Design dds_sweep_ctl, sky130hd; sources not shown.
==> images/final_placement.png <==
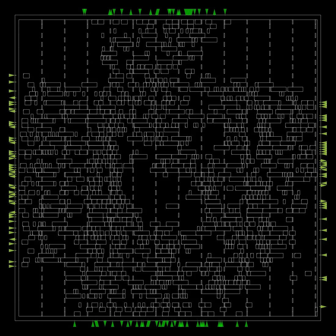
area inside the core boundary: 32500 µm²
post-layout util: 36.2%

==> images/wire_density.png <==
The die is cut into 37 by 37 equal tiles; black is low, pale yellow is high, scaled to the fullest tile. Values are wire area over tile area, all layers added.
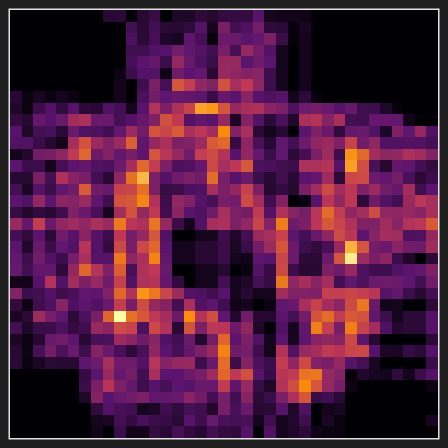
- fullest tile: 0.50
- emptiest ninth of the die: upper right
- tiles over half the peak: 9.7%
total global-route track usage: 15.2%
DR WL/cell: 15.5 µm
Via Count: 7612
Post-Route WL: 25.6 mm

==> flow_summary.yaml <==
# implementation run metrics
clocking:
  htree_levels: 4
  clock_latency_of_the_later_clocked_register_in_the_worst_skew_pair_ns: 0.43
  clock-root-buffer: "clkbuf_16"
  number_of_buffers_created_by_cts: 17
  clk_pin_slew_worst_paths_ns: 0.06
  numClockSinks: 148
  cts_tree: "built"
  cts-root-to-sink-buffers: 2
routing:
  detail_route.iter0.violations: 511
  drt_pre_antenna_iters: 6
  via_per_inst: 4.62
  ant_nets: 0
  drc_violation_count_after_routing: 0
synthesis:
  floorplan.nets: 1122
  synth_flop_count: 148
  ys_area_um2: 8200
  netlist-cell-type-count: 63
  yosys.stat.seqShare_pct: 45.2
  post_synth_edffs: 0
  synthesis.instances: 981
  synthArstFlopShare_pct: 100
  most_used_flip_flop_cell_after_synthesis: "dfrtp_1"
  syn_avg_cell_area_um2: 8.36
  synth_stat.cells: 981
  synth-warning-count: 0
  synth.cell_area_um2: 8200
finish:
  layout.cells.most_common_list: "nand2_1, dfrtp_1, clkdlybuf4s50_1"
  layout-area-overhead-vs-synth_pct: 43.5
  fin_nets: 1336
  mostFrequentLayoutCell: "nand2_1"
  post_route_cells_drive_above_1_share_pct: 16.6
  antenna_cells: 0
  fin_area_um2: 11800
die:
  die_area_um2: 34300
  rows: 66
  initial_utilization_pct: 25.3
  die_h_um: 185
  floorplan.die.width_um: 185
  boundaryPins: 137
setup_path:
  timing.critical_path.slowest_stage_cell: "or4_4"
  r2r_cells: 9
  worst-path-buf-inv: 2
  timing.setup.critical_path_class: "flip-flop to flip-flop"
  critical_path.startpoint_type: "flip-flop"
  arrival_ns: 2.82
  crit_path_end_kind: "flip-flop"
  kind_of_cell_with_the_highest_combined_delay_on_the_critical_path: "simple AND/OR/NAND/NOR gates"
  timing.critical_path.cells: "or4_4, or4_4, nor2_4, or2_4, nor2_4, buf_6, buf_6, a211o_1, a21oi_1"
  critical_path_cell_count: 9
  worst_path_largest_cell_delay_ns: 0.55
  crit_fanout: 6
  cp.required_ns: 2.85
  worst-r2r-setup-slack_ns: 0.03
placed_design:
  detailedPlacementHpwl_mm: 18.0
  gp_congestion: 0.837
  detailed_place.area_um2: 10700
  port_buffers: 135
sta:
  hold_slack_ns: 0.450
  max_clock_freq_ghz: 0.404
  grt_setup_unrepaired: "true"
  slew-limit-headroom_pct: 66.6
  final-max-slew-violation-count: 0
  final_min_period_over_clock_period_pct: 98.9
  timing_hold_violations_final: 0
  max_slew.worst_pin.slew_ns: 0.497
  report.final.setup_viol: 0
  period_needed_ns: 2.47
  worst_clock_skew_ns: 0.0150
power_and_ir_drop:
  power.total_w: 0.0144
  leakagePower_nw: 5.31
  powerDensity_nw_per_um2: 1230
  vdd.ir_drop.worst_v: 0.000542
global_route:
  globalRouteOverflowTotal: 0
  global_route_wire_length_before_repair_mm: 40.7
  grt_start_max_net_pins: 68
  first_global_vias: 7552
  grt_antenna_before_repair: 0
flow_run:
  openroad.warnings: 34
  drv_cap: 0
worst_hold_path:
  hp-class: "input port to asynchronous set/reset pin"
outcome:
  status: "finished clean"
[per-layer routing]
metal	share of wire (%)	vias to the layer above	track usage (%)
met1	49	3618	21.2
met4	0.86	0	3.81
met3	3.9	14	2.44
li1	-	3829	-
met2	46	151	24.6
met5	0	-	0
[kinds of logic after synthesis]
kind of cell	share of synthesized area (%)
DFF	45.2
and+or+nand+nor	23.7
adders and majority gates	6.20
xor gates and xnor gates	2.99
AOI/OAI and AO/OA	18.2
muxes	0.122
other	0.0916
buffers and inverters	3.56
[through the flow]
stage	cells	setup TNS, ns	setup WS [ns]
floorplan	981	-0.00716	-0.00716
global placement	1600	-1.00	-0.168
detailed placement	1600	-1.74	-0.240
CTS	1636	-0.0131	-0.0131
global route	1649	-0.607	-0.0718
finish	1649	0	0.0275
[cells in the mapped netlist (9+ instances only)]
library cell | instances | area share, %
a21oi_1 | 78 | 4.8
dfrtp_1 | 148 | 45
o21ai_0 | 88 | 5.4
nor3_1 | 23 | 1.4
xor2_1 | 11 | 1.2
nor4_1 | 11 | 0.84
a21o_1 | 12 | 1.1
and3_1 | 15 | 1.1
inv_1 | 19 | 0.87
a22oi_1 | 18 | 1.6
nand2_1 | 273 | 12
nand3_1 | 18 | 1.1
or3_1 | 9 | 0.69
clkbuf_1 | 37 | 1.7
ha_1 | 39 | 6.0
nor2_1 | 58 | 2.7
xnor2_1 | 17 | 1.8
[what timing repair did]
item,4_1_cts,5_1_grt
hold buffers,1,0
gates resized,26,45
cloned,0,2
setup endpoints to repair,24,38
hold endpoints to repair,39,0
pin swaps,17,25
buffers inserted,4,11
[report_power, final]
part	total, W	internal, W	switching (W)
Sequential	0.00437	0.00348	0.000890
Clock	0.00259	0.00147	0.00111
Combinational	0.00749	0.00361	0.00388
Total	0.0144	0.00856	0.00588
[final cells by class]
class	count	area, µm²
tap	442	553
timing repair buffer	245	2340
fill	3350	20700
inverter	19	71.3
clock buffer	17	425
multi-input combinational	764	4510
clock inverter	14	151
sequential	148	3700
